<file path="config.mk">
export PLATFORM = sky130hd
export DESIGN_NAME = seg_scan_disp
export DESIGN_NICKNAME = d
export VERILOG_FILES = /design/src/rtl/seg_pkg.sv /design/src/rtl/hex7seg.sv /design/src/rtl/seg_scan_disp.sv
export SDC_FILE = /design/constraint.sdc
export NUM_CORES = 1
export LEC_CHECK = 0
export CORE_MARGIN = 2
export CORE_UTILIZATION = 30
export DETAILED_ROUTE_END_ITERATION = 7
export PLACE_DENSITY = 0.59
export SLEW_MARGIN = 40
export SYNTH_ARGS = -nofsm -noshare
export SYNTH_HDL_FRONTEND = slang
export SYNTH_SLANG_ARGS = --single-unit
</file>
<file path="constraint.sdc">
create_clock -name clk -period 2.6 [get_ports clk]
set_clock_uncertainty 0.2 [all_clocks]
set_input_delay 0.65 -clock clk [delete_from_list [all_inputs] [get_ports clk]]
set_output_delay 0.65 -clock clk [all_outputs]
set_load 0.02 [all_outputs]
</file>
<file path="src/rtl/seg_pkg.sv">
// Shared definitions for the seven-segment scanner: slot FSM encoding and
// the active-high hex-to-segment table (bit0 = segment a).
package seg_pkg;

   typedef enum logic {
      ST_BLANK = 1'b0,
      ST_SHOW  = 1'b1
   } state_t;

   localparam int unsigned NUM_DIG = 4;

   // Entry N holds the pattern for hex digit N.
   localparam logic [15:0][6:0] HEX7_TABLE = {
      7'h71, 7'h79, 7'h5E, 7'h39, 7'h7C, 7'h77, 7'h6F, 7'h7F,
      7'h07, 7'h7D, 7'h6D, 7'h66, 7'h4F, 7'h5B, 7'h06, 7'h3F
   };

endpackage

</file>
<file path="src/rtl/hex7seg.sv">
// Combinational hex nibble to active-high seven-segment pattern.
module hex7seg
   import seg_pkg::*;
(
   input  logic [3:0] i_nib,
   output logic [6:0] o_seg_c
);

   assign o_seg_c = HEX7_TABLE[i_nib];

endmodule

</file>
<file path="src/rtl/seg_scan_disp.sv">
// Four-digit multiplexed seven-segment scanner with frame-synchronous shadow
// capture. Define SEG_LZ_BLANK_EN to blank leading-zero digits 3..1.
module seg_scan_disp
   import seg_pkg::*;
#(
   parameter int unsigned SCAN_DIV    = 50000,
   parameter int unsigned BLANK_CYC   = 16,
   parameter bit          SEG_ACT_LOW = 1'b1,
   parameter bit          AN_ACT_LOW  = 1'b1
) (
   input  logic        clk,
   input  logic        rst,
   input  logic [15:0] dsp,
   input  logic [3:0]  dp_in,
   input  logic        upd,
   output logic [6:0]  seg,
   output logic        dp,
   output logic [3:0]  an,
   output logic        frame
);

   localparam int unsigned      DIV_W      = (SCAN_DIV > 1) ? $clog2(SCAN_DIV) : 1;
   localparam logic [DIV_W-1:0] DIV_LAST   = DIV_W'(SCAN_DIV - 1);
   localparam logic [DIV_W-1:0] BLANK_LAST = DIV_W'(BLANK_CYC - 1);
   localparam logic [6:0]       SEG_INV    = SEG_ACT_LOW ? 7'h7F : 7'h00;
   localparam logic             DP_INV     = SEG_ACT_LOW;
   localparam logic [3:0]       AN_INV     = AN_ACT_LOW ? 4'hF : 4'h0;

   logic [DIV_W-1:0] r_div;
   logic [1:0]       r_idx;
   logic [15:0]      r_sh_dsp;
   logic [3:0]       r_sh_dp;
   state_t           r_state;
   state_t           w_state_nxt;
   logic             w_tick;
   logic             w_boundary;
   logic [3:0]       w_nib;
   logic [6:0]       w_seg_dec;
   logic             w_lz_blank;
   logic             w_dig_on;

   assign w_tick     = (r_div == DIV_LAST);
   assign w_boundary = w_tick && (r_idx == 2'd3);
   assign w_nib      = r_sh_dsp[{r_idx, 2'b00} +: 4];

   // Slot divider, digit index and frame-synchronous shadow capture.
   always_ff @(posedge clk or posedge rst) begin
      if (rst) begin
         r_div    <= '0;
         r_idx    <= 2'd0;
         r_sh_dsp <= 16'h0000;
         r_sh_dp  <= 4'h0;
      end else begin
         r_div <= w_tick ? '0 : r_div + DIV_W'(1);
         if (w_tick) begin
            r_idx <= r_idx + 2'd1;
         end
         if (w_boundary && upd) begin
            r_sh_dsp <= dsp;
            r_sh_dp  <= dp_in;
         end
      end
   end

   always_ff @(posedge clk or posedge rst) begin
      if (rst) begin
         r_state <= ST_BLANK;
      end else begin
         r_state <= w_state_nxt;
      end
   end

   // Every tick reopens the slot in BLANK; BLANK_CYC cycles later it shows.
   always_comb begin
      w_state_nxt = r_state;
      if ((r_state == ST_BLANK) && (r_div == BLANK_LAST)) begin
         w_state_nxt = ST_SHOW;
      end
      if (w_tick) begin
         w_state_nxt = ST_BLANK;
      end
   end

   // A digit is a leading zero when it and every higher nibble are zero.
   always_comb begin
      w_lz_blank = 1'b0;
`ifdef SEG_LZ_BLANK_EN
      case (r_idx)
         2'd1:    w_lz_blank = (r_sh_dsp[15:4] == 12'h000);
         2'd2:    w_lz_blank = (r_sh_dsp[15:8] == 8'h00);
         2'd3:    w_lz_blank = (r_sh_dsp[15:12] == 4'h0);
         default: w_lz_blank = 1'b0;
      endcase
`endif
   end

   assign w_dig_on = (r_state == ST_SHOW) && !w_lz_blank;

   hex7seg u_hex7seg (
      .i_nib   (w_nib),
      .o_seg_c (w_seg_dec)
   );

   // Registered pin drivers with polarity applied.
   always_ff @(posedge clk or posedge rst) begin
      if (rst) begin
         seg   <= SEG_INV;
         dp    <= DP_INV;
         an    <= AN_INV;
         frame <= 1'b0;
      end else begin
         frame <= w_boundary;
         if (w_dig_on) begin
            seg <= w_seg_dec ^ SEG_INV;
            dp  <= r_sh_dp[r_idx] ^ DP_INV;
            an  <= (4'b0001 << r_idx) ^ AN_INV;
         end else begin
            seg <= SEG_INV;
            dp  <= DP_INV;
            an  <= AN_INV;
         end
      end
   end

endmodule

</file>
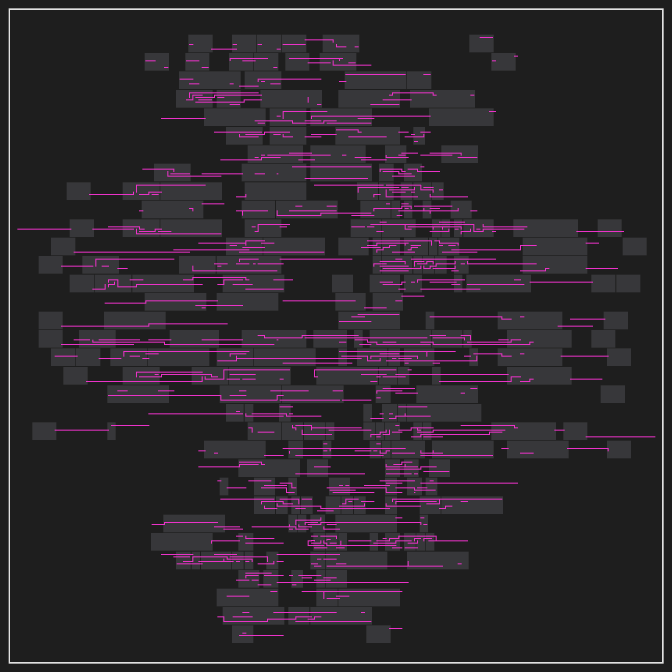
Run 1: signal wires on met1
232 nets have wire on it. The layer holds 48% of the routed length. The wires run mostly horizontal. The longest straight run is 19.3 um. The layer carries 2,230 um of wire.
grt met1 use: 0.149
Total Routed Length: 4.60 mm
DR vias: 1,581

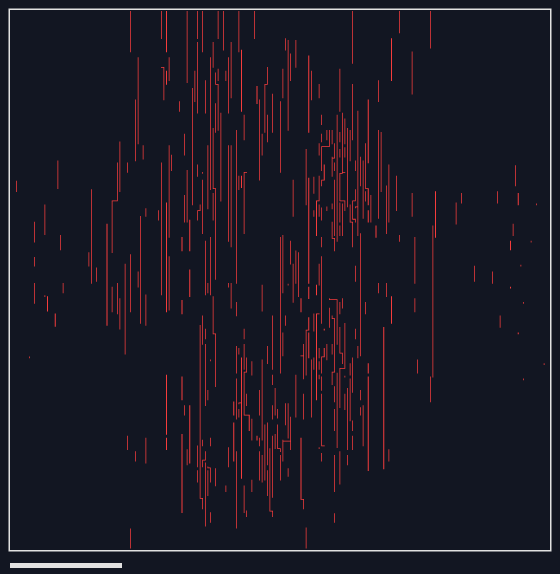
Run 1: the metal 2 layer
Scale bar: 20 um.
The layer carries 2,070 um of wire. The wires run mostly vertical. The longest straight run is 30.8 um. The layer holds 45% of the routed length.

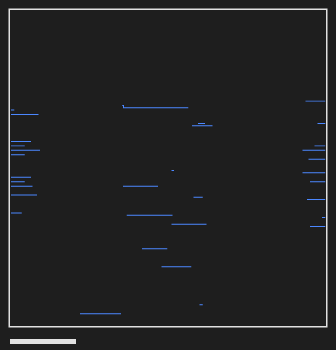
Run 1: met3 routing
Scale bar: 20 um.
28 nets have wire on it. The wires run mostly horizontal. The longest straight run is 19.5 um. The layer holds 4.2% of the routed length. The layer carries 195 um of wire.
met3 usage: 0.0235

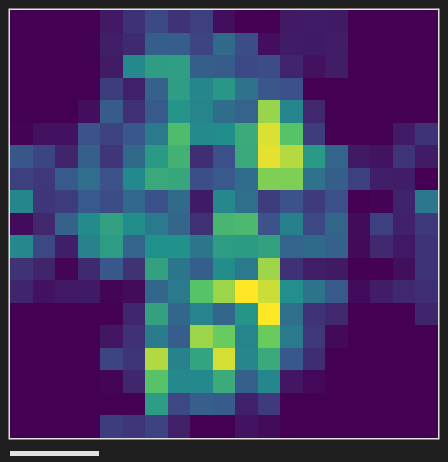
Run 1: routed metal per tile
Scale bar: 20 um. 19 x 19 tiles, from dark purple (low) to yellow (high), scaled to the fullest tile. Values are wire area over tile area, all layers added.
The emptiest ninth of the die: bottom right. 32% of the tiles are nearly empty. The densest ninth of the die: middle.

==> impl_metrics.csv, run 1 <==
group,metric,value,unit
run_status,status,"finished, final reports clean",
setup_path,ff2ff_setup_slack,250,ps
finish,non_clock_buffer_count,38,
min_path,holdPathStages,1,
synthesis,top_cell_area_share,0.394,
pwr,power_switching,0.291,mW
sta,min_period_over_period,0.903,
synthesis,ys_area,2540,um^2
min_path,hold_end,"r_div[0]$_DFF_PP0_",
global_route,antenna_found_initial,0,
setup_path,crit_fanout,8,
pwr,seqPwrFrac,0.526,
pwr,powerDensity,490,nW/um^2
synthesis,yosysWarnings,0,
clocking,cts_tree,"built",
clocking,htree_levels,2,
setup_path,timing.rr.end,"seg[1]$_DFF_PP1_",
clocking,cts_setup_buffers,0,
synthesis,most_common_cell,"dfrtp_1",
pwr,p_clk,0.674,mW
finish,lay_top_cells,"40 x dfrtp_1, 35 x clkdlybuf4s50_1, 21 x mux2_4, 15 x nor2_1, 14 x nand2_1",
synthesis,xor_area_frac,0.0448,
clocking,cts_sinks,52,
pwr,power.group.top,"sequential cells",
placement,gp_congestion,0.821,
flow_run,warnings,34,
synthesis,synth.area.top_cells,"dfrtp_1 39%, dfstp_2 12%, mux2_4 12%, ha_1 5.4%, mux4_1 3.1%",
floorplanning,fp.dieH,96.0,um
setup_path,start_kind,"flip-flop",
finish,drive_gt1_frac,0.213,
setup_path,critPathCaptureType,"flip-flop",
setup_path,cp_common_cell,"o211ai_1",
clocking,cts_buffers,5,
synthesis,syn_nets,234,
synthesis,common_cells,"40 x dfrtp_1, 21 x mux2_4, 15 x nor2_1",
setup_path,crit_buf_inv,1,
sta,setup_ws,253,ps
detailed_routing,drc,0,
min_path,hold_start,"r_div[0]$_DFF_PP0_",
synthesis,yosys.area_share.simple,0.116,
detailed_routing,dr.pass1.iters,4,
global_route,track_usage,0.109,
finish,inverters,11,
finish,flops,52,
sta,finalSetupViolations,0,
sta,final_hold_viol_count,0,
setup_path,r2r-start,"r_idx[0]$_DFFE_PP0N_",
synthesis,top_area_cell,"dfrtp_1",
finish,sh_seq_area,0.419,
finish,area_growth,23.6,%
sta,fin_tns_setup,0,ps
synthesis,logic_family,"multiplexers",
finish,regArea,1320,um^2
floorplanning,die-width,96.0,um
finish,buffer_area_frac,0.123,
detailed_routing,detail-route-antenna-nets,0,
synthesis,mux_area_frac,0.177,
detailed_routing,dr.first_iter.drc_count,116,
setup_path,critPathMaxStageDelay,720,ps
synthesis,synth-edff-count,0,
global_route,grt_max_degree,22,
synthesis,ys_cells,200,
setup_path,cp-endpoint,"seg[1]$_DFF_PP1_",
synthesis,ys_sh_adder,0.0542,
floorplanning,core,8220,um^2
placement,hpwl,3.45,mm
synthesis,flop_cell,"dfrtp_1",
floorplanning,core_util_floorplan,0.309,
sta,grt_setup_unrepaired,"no",
setup_path,cp.depth,5,
pwr,leakage,1.42,nW
pwr,power_switching_share,0.190,
sta,fin_crit,2350,ps
setup_path,arrival,2360,ps
clocking,post_cts_resized,0,
detailed_routing,via_per_inst,4.60,
global_route,grt_pass1_wl,7.69,mm
min_path,hp-class,"flip-flop to flip-flop",
sta,clock.fmax,426,MHz
finish,num_antenna_cells,0,
setup_path,r2r_cells,5,
detailed_routing,wl_per_cell,13.4,um
pwr,vdd_drop_max,0.206,mV
global_route,grt-busiest-layer,"met2",
synthesis,syn_area_per_cell,12.7,um^2
finish,logic_gate_count,130,
placement,numPortBuffers,35,
floorplanning,ios,36,
finish,final_common_cell,"dfrtp_1",
finish,comb_area,1120,um^2
clocking,clockBufferDepth,2,
setup_path,cp_slowest_cell,"mux4_1",
pwr,pwr-share-clk,0.438,
global_route,gr-usage-met2,0.166,
run 1: worst register-to-register path: cells and delay by family (launching register included):
family,cells,cell delay [ps]
compound gates,2,310
fa+ha+maj,1,260
buf+inv,1,180
flops,1,580
mux,1,720
run 1: metrics by stage:
step	hold WS (ps)	instances	area (um^2)
2_1_floorplan	255	200	2540
6_report	290	344	3140
4_1_cts	296	344	3140
3_3_place_gp	274	336	2990
5_1_grt	304	344	3140
3_5_place_dp	282	336	2990
run 1: sequential cells by signal, indices dropped and copies added (netlist names):
signal,flops
r_state,1
r_sh_dsp,16
r_idx,2
r_div,16
seg,7
r_sh_dp,4
frame,1
dp,1
an,4
run 1: layer usage:
layer  wire length [um]  vias to the layer above
met1               2230                      763
met5                  0                        -
li1                   -                      772
met3                194                        8
met4                107                        0
met2               2070                       38
--- run 2 (diff from run 1) ---
--- a/config.mk
+++ b/config.mk
@@ -5,6 +5,7 @@
 export SDC_FILE = /design/constraint.sdc
 export NUM_CORES = 1
 export LEC_CHECK = 0
+export CORE_ASPECT_RATIO = 0.5
 export CORE_MARGIN = 2
 export CORE_UTILIZATION = 30
 export DETAILED_ROUTE_END_ITERATION = 7
@@ -13,3 +14,4 @@
 export SYNTH_ARGS = -nofsm -noshare
 export SYNTH_HDL_FRONTEND = slang
 export SYNTH_SLANG_ARGS = --single-unit
+export TNS_END_PERCENT = 10
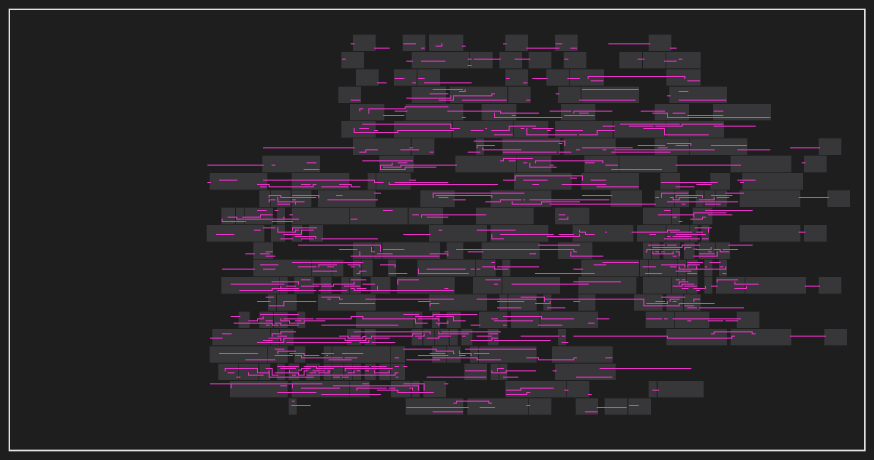
Run 2: signal wires on met1
The layer holds 45% of the routed length. The wires run mostly horizontal. The longest straight run is 18.4 um. 236 nets have wire on it.

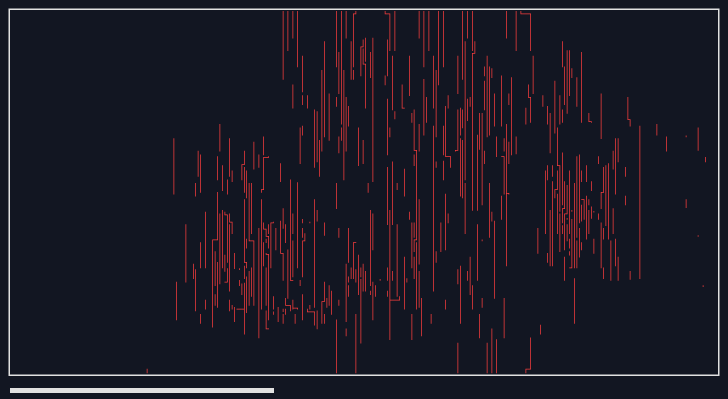
Run 2: the metal 2 layer
Scale bar: 50 um.
The layer holds 50% of the routed length. The wires run mostly vertical. 230 nets have wire on it. The layer carries 2,360 um of wire. The longest straight run is 31.3 um.
DR vias: 1,614
Total Routed Length: 4.70 mm
GRT met2 Usage: 0.183

==> run 2 against run 1 <==
Against the previous run:
- utilization rose by 0.51 points
- sequential cell count did not move
- critical path depth did not move
- area after synthesis did not move
- non-clock buffer count fell by 1
==> impl_metrics.csv, run 2 <==
group,metric,value,unit
setup_path,r2r-start,"r_idx[0]$_DFFE_PP0N_",
flow_run,warnings,34,
finish,num_antenna_cells,0,
clocking,cts_tree,"built",
detailed_routing,met2WireLength,2.36,mm
placement,dp.cells,342,
min_path,holdPathStages,1,
synthesis,ys_cells,200,
synthesis,synth-edff-count,0,
detailed_routing,detail-route-antenna-nets,0,
floorplanning,ios,36,
detailed_routing,dr.max_layer_used,"met4",
setup_path,timing.rr.end,"seg[1]$_DFF_PP1_",
finish,lay_top_cells,"40 x dfrtp_1, 35 x clkdlybuf4s50_1, 21 x mux2_4, 15 x nor2_1, 14 x nand2_1",
sta,holdWs,286,ps
sta,setup_ws,272,ps
setup_path,cp_slowest_cell,"mux4_1",
setup_path,cp_common_cell,"o211ai_1",
synthesis,top_area_cell,"dfrtp_1",
synthesis,yosys.area_share.simple,0.116,
floorplanning,core_util_floorplan,0.313,
clocking,clockBufferDepth,2,
pwr,powerDensity,484,nW/um^2
clocking,post_cts_resized,0,
global_route,grt_max_degree,53,
synthesis,ys_types,34,
finish,fin_area,3140,um^2
global_route,track_usage,0.109,
setup_path,r2r_cells,5,
synthesis,synth.area.top_cells,"dfrtp_1 39%, dfstp_2 12%, mux2_4 12%, ha_1 5.4%, mux4_1 3.1%",
clocking,cts.clk_slew.worst_paths,70,ps
detailed_routing,dr_wl_met3,167,um
sta,fin_tns_setup,0,ps
clocking,cts_buffers,5,
setup_path,cp-endpoint,"seg[1]$_DFF_PP1_",
min_path,hp-class,"flip-flop to flip-flop",
global_route,met1_usage,0.136,
clocking,cts_hold_buf,0,
run_status,status,"finished, final reports clean",
clocking,htree_levels,2,
placement,gp_congestion,0.820,
pwr,vdd_drop_max,0.239,mV
setup_path,crit_fanout,8,
setup_path,critPathMaxStageDelay,700,ps
synthesis,common_cells,"40 x dfrtp_1, 21 x mux2_4, 15 x nor2_1",
min_path,hold_start,"r_div[0]$_DFF_PP0_",
global_route,met3_usage,0.0294,
setup_path,ff2ff_setup_slack,270,ps
finish,final_common_cell,"dfrtp_1",
finish,top_regs,"r_div (16), r_sh_dsp (16), seg (7)",
synthesis,logic_family,"multiplexers",
detailed_routing,dr.first_iter.drc_count,87,
synthesis,top_cell_area_share,0.394,
placement,placement.cell_area,2990,um^2
finish,area_growth,23.7,%
floorplanning,dieArea,9270,um^2
finish,final_util,0.387,
synthesis,mux_area_frac,0.177,
placement,hpwl,3.35,mm
finish,drive_gt1_frac,0.206,
clocking,cts_setup_buffers,0,
synthesis,ys.flops,52,
floorplanning,core,8120,um^2
sta,finalSetupViolations,0,
synthesis,flop_cell,"dfrtp_1",
setup_path,critical_path.startpoint,"r_idx[0]$_DFFE_PP0N_",
synthesis,ys_sh_adder,0.0542,
synthesis,yosysWarnings,0,
synthesis,syn_nets,234,
detailed_routing,wl_per_cell,13.4,um
global_route,antenna_found_initial,0,
global_route,grt_pass1_vias,1640,
sta,clock.fmax,429,MHz
pwr,leakage,1.41,nW
floorplanning,fp.dieH,69.1,um
min_path,hold_end,"r_div[0]$_DFF_PP0_",
setup_path,start_kind,"flip-flop",
synthesis,syn_area_per_cell,12.7,um^2
sta,final_hold_viol_count,0,
global_route,grt-busiest-layer,"met2",
sta,grt_setup_unrepaired,"no",
floorplanning,die-width,134,um
synthesis,most_common_cell,"dfrtp_1",
detailed_routing,wl_met1,2.12,mm
setup_path,critPathCaptureType,"flip-flop",
sta,min_period_over_period,0.896,
detailed_routing,via_per_inst,4.61,
detailed_routing,dr.pass1.iters,4,
setup_path,arrival,2310,ps
sta,fin_crit,2330,ps
clocking,cts_sinks,52,
placement,numPortBuffers,35,
placement,place_ws,268,ps
finish,stdcell_count,350,
detailed_routing,drc,0,
synthesis,synthCells,200,
global_route,grt_pass1_wl,8.05,mm
synthesis,xor_area_frac,0.0448,
synthesis,ys_area,2540,um^2
==> run 2: cell types whose count changed in the layout (fill, tap and decap cells not counted), sizes merged <==
cell,delta
bufinv,-1
clkinvlp,+1
buf,-1
==> run 2: power by group <==
part           switching (mW)  internal [mW]
clock                   0.274          0.383
combinational          0.0210         0.0327
sequential                  0          0.810
total                   0.295           1.23
==> run 2: area by class of cell <==
type                            instances  area [um^2]
Fill cell                             779         4970
Sequential cell                        52         1320
Multi-Input combinational cell        130         1120
Timing Repair Buffer                   37          378
Clock buffer                            7          143
Tap cell                              112          140
Inverter                               11         41.3
Clock inverter                          1         7.51
==> run 2: worst max-delay path: cells and delay by family (launching register included) <==
family	cells	cell delay [ps]
compound gates	2	300
fa+ha+maj	1	270
buf+inv	1	170
flops	1	580
mux	1	700
--- run 3 (diff from run 2) ---
--- a/config.mk
+++ b/config.mk
@@ -6,10 +6,9 @@
 export NUM_CORES = 1
 export LEC_CHECK = 0
 export CORE_ASPECT_RATIO = 0.5
-export CORE_MARGIN = 2
 export CORE_UTILIZATION = 30
 export DETAILED_ROUTE_END_ITERATION = 7
-export PLACE_DENSITY = 0.59
+export PLACE_DENSITY_LB_ADDON = 0.05
 export SLEW_MARGIN = 40
 export SYNTH_ARGS = -nofsm -noshare
 export SYNTH_HDL_FRONTEND = slang
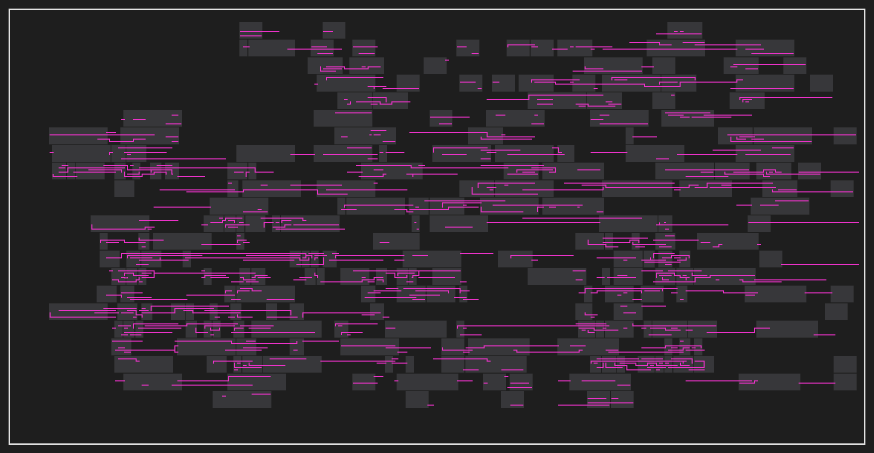
Run 3: signal wires on met1
The wires run mostly horizontal. The layer carries 2,380 um of wire.
grt met1 use: 0.157
Total Routed Length: 4.81 mm

==> run 3 against run 2 <==
Against the previous run:
- area after synthesis unchanged
- clock-buffer cell count down 1
- register-to-register slack better by 120 ps
- utilization up 0.72 points
- non-clock buffer count grew 1
- critical path type is now flip-flop to output pin
- largest cell class unchanged
==> impl_metrics.csv, run 3 <==
group,metric,value,unit
run_status,status,"finished, final reports clean",
detailed_routing,met2WireLength,2.23,mm
placement,gp_congestion,0.741,
setup_path,start_kind,"flip-flop",
sta,grt_setup_unrepaired,"no",
finish,flops,52,
finish,stdcell_count,351,
flow_run,warnings,34,
clocking,cts_hold_buf,0,
sta,holdWs,279,ps
finish,non_clock_buffer_count,38,
setup_path,critPathMaxStageDelay,600,ps
finish,fillerInstances,800,
finish,largest_cell_class,"registers",
clocking,cts_buffers,5,
setup_path,timing.rr.end,"seg[5]$_DFF_PP1_",
clocking,cts_sinks,52,
global_route,grt_pass1_vias,1613,
detailed_routing,via_per_inst,4.54,
finish,regArea,1320,um^2
global_route,grt_max_degree,53,
setup_path,ff2ff_setup_slack,390,ps
pwr,leakage,1.44,nW
finish,sh_comb_area,0.349,
setup_path,crit_buf_inv,1,
floorplanning,die-width,132,um
pwr,vdd_drop_max,0.262,mV
finish,buffer_area_frac,0.124,
sta,clock.fmax,443,MHz
floorplanning,ios,36,
setup_path,crit_fanout,1,
pwr,pwr-share-clk,0.492,
finish,comb_area,1120,um^2
finish,inverters,11,
setup_path,cp.depth,1,
global_route,grt-busiest-layer,"met2",
synthesis,top_cell_area_share,0.394,
floorplanning,core_util_floorplan,0.313,
setup_path,critPathCaptureType,"output pin",
min_path,hold_start,"r_div[0]$_DFF_PP0_",
global_route,gr-usage-met2,0.193,
synthesis,most_common_cell,"dfrtp_1",
global_route,grt_pass1_wl,8.14,mm
clocking,cts.clk_slew.worst_paths,70,ps
synthesis,ys_cells,200,
clocking,htree_levels,2,
placement,hpwl,3.37,mm
placement,dp.cells,343,
clocking,cts_tree,"built",
synthesis,common_cells,"40 x dfrtp_1, 21 x mux2_4, 15 x nor2_1",
clocking,cts_setup_buffers,0,
setup_path,crit_family,"buffers and inverters",
sta,final_hold_viol_count,0,
finish,final_util,0.395,
placement,placement.cell_area,3010,um^2
finish,drive_gt1_frac,0.209,
floorplanning,core,8120,um^2
detailed_routing,dr.pass1.iters,4,
finish,clock_cell_area_share,0.0590,
pwr,pwr-share-comb,0.031,
setup_path,r2r_cells,5,
synthesis,synth.area.top_cells,"dfrtp_1 39%, dfstp_2 12%, mux2_4 12%, ha_1 5.4%, mux4_1 3.1%",
finish,num_antenna_cells,0,
detailed_routing,detail-route-antenna-nets,0,
detailed_routing,drc,0,
setup_path,arrival,1410,ps
synthesis,flop_cell,"dfrtp_1",
finish,area_growth,26.0,%
synthesis,syn_nets,234,
pwr,power_switching_share,0.180,
finish,fin_area,3200,um^2
pwr,pg_comb,0.0535,mW
finish,lay_top_cells,"40 x dfrtp_1, 35 x clkdlybuf4s50_1, 21 x mux2_4, 15 x nor2_1, 14 x nand2_1",
clocking,clockBufferDepth,2,
pwr,power_switching,0.306,mW
synthesis,ys_types,34,
floorplanning,n_tap_cell,112,
setup_path,critical_path.startpoint,"seg[1]$_DFF_PP1_",
pwr,powerDensity,531,nW/um^2
synthesis,yosysWarnings,0,
setup_path,r2r-start,"r_idx[0]$_DFFE_PP0N_",
finish,logic_gate_count,130,
synthesis,top_area_cell,"dfrtp_1",
sta,fin_tns_setup,0,ps
pwr,p_clk,0.837,mW
global_route,met3_usage,0.0403,
clocking,post_cts_resized,0,
setup_path,cp-endpoint,"seg[1]",
detailed_routing,dr.first_iter.drc_count,79,
finish,sh_seq_area,0.411,
finish,clock_buffers,6,
placement,numPortBuffers,35,
synthesis,syn_area_per_cell,12.7,um^2
setup_path,cp_slowest_cell,"clkdlybuf4s50_1",
synthesis,ys.flops,52,
floorplanning,fp.dieH,67.1,um
pwr,power.group.top,"clock",
global_route,antenna_found_initial,0,
floorplanning,dieArea,8870,um^2
detailed_routing,wl_met1,2.38,mm
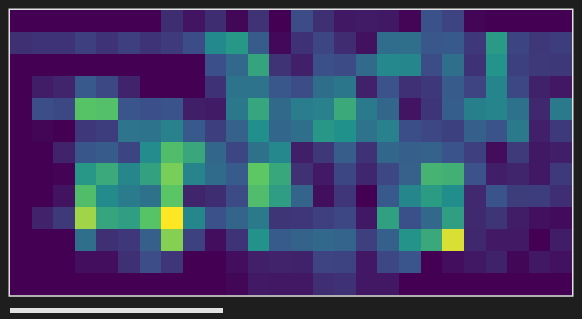
Run 3: routed metal per tile
Scale bar: 50 um. 26 x 13 tiles, from dark purple (low) to yellow (high), scaled to the fullest tile. Values are wire area over tile area, all layers added.
The mean over all tiles is 0.083. 21% of the tiles are nearly empty. The fullest tile reaches 0.38. The densest ninth of the die: middle. 11% of the tiles are over half the peak.
post-detailed-route wirelength per cell: 13.7 um
DR vias: 1,595
Total GRT Usage: 0.122

[run 3: cell counts after synthesis]
No cell type changed its count.
[run 3: cell families (layout without fill, tap and decap cells)]
family,Yosys count,in the layout,synth area share
buffers and inverters,18,57,0.0423
flip-flops,52,52,0.518
AND/OR/NAND/NOR,61,61,0.116
AND-OR/OR-AND,18,18,0.0483
XOR/XNOR,13,13,0.0448
multiplexers,27,27,0.177
adder cells (fa/ha/maj),11,11,0.0542
[run 3: worst min path at each step]
stage                                    end  depth (start not counted)
final                     r_div[0]$_DFF_PP0_                          1
after global routing      r_div[0]$_DFF_PP0_                          1
after CTS                 r_div[0]$_DFF_PP0_                          1
after detailed placement  r_div[0]$_DFF_PP0_                          1
after global placement    r_div[0]$_DFF_PP0_                          1
after floorplan           r_div[0]$_DFF_PP0_                          1
Power is estimated from default activity; no workload was simulated.
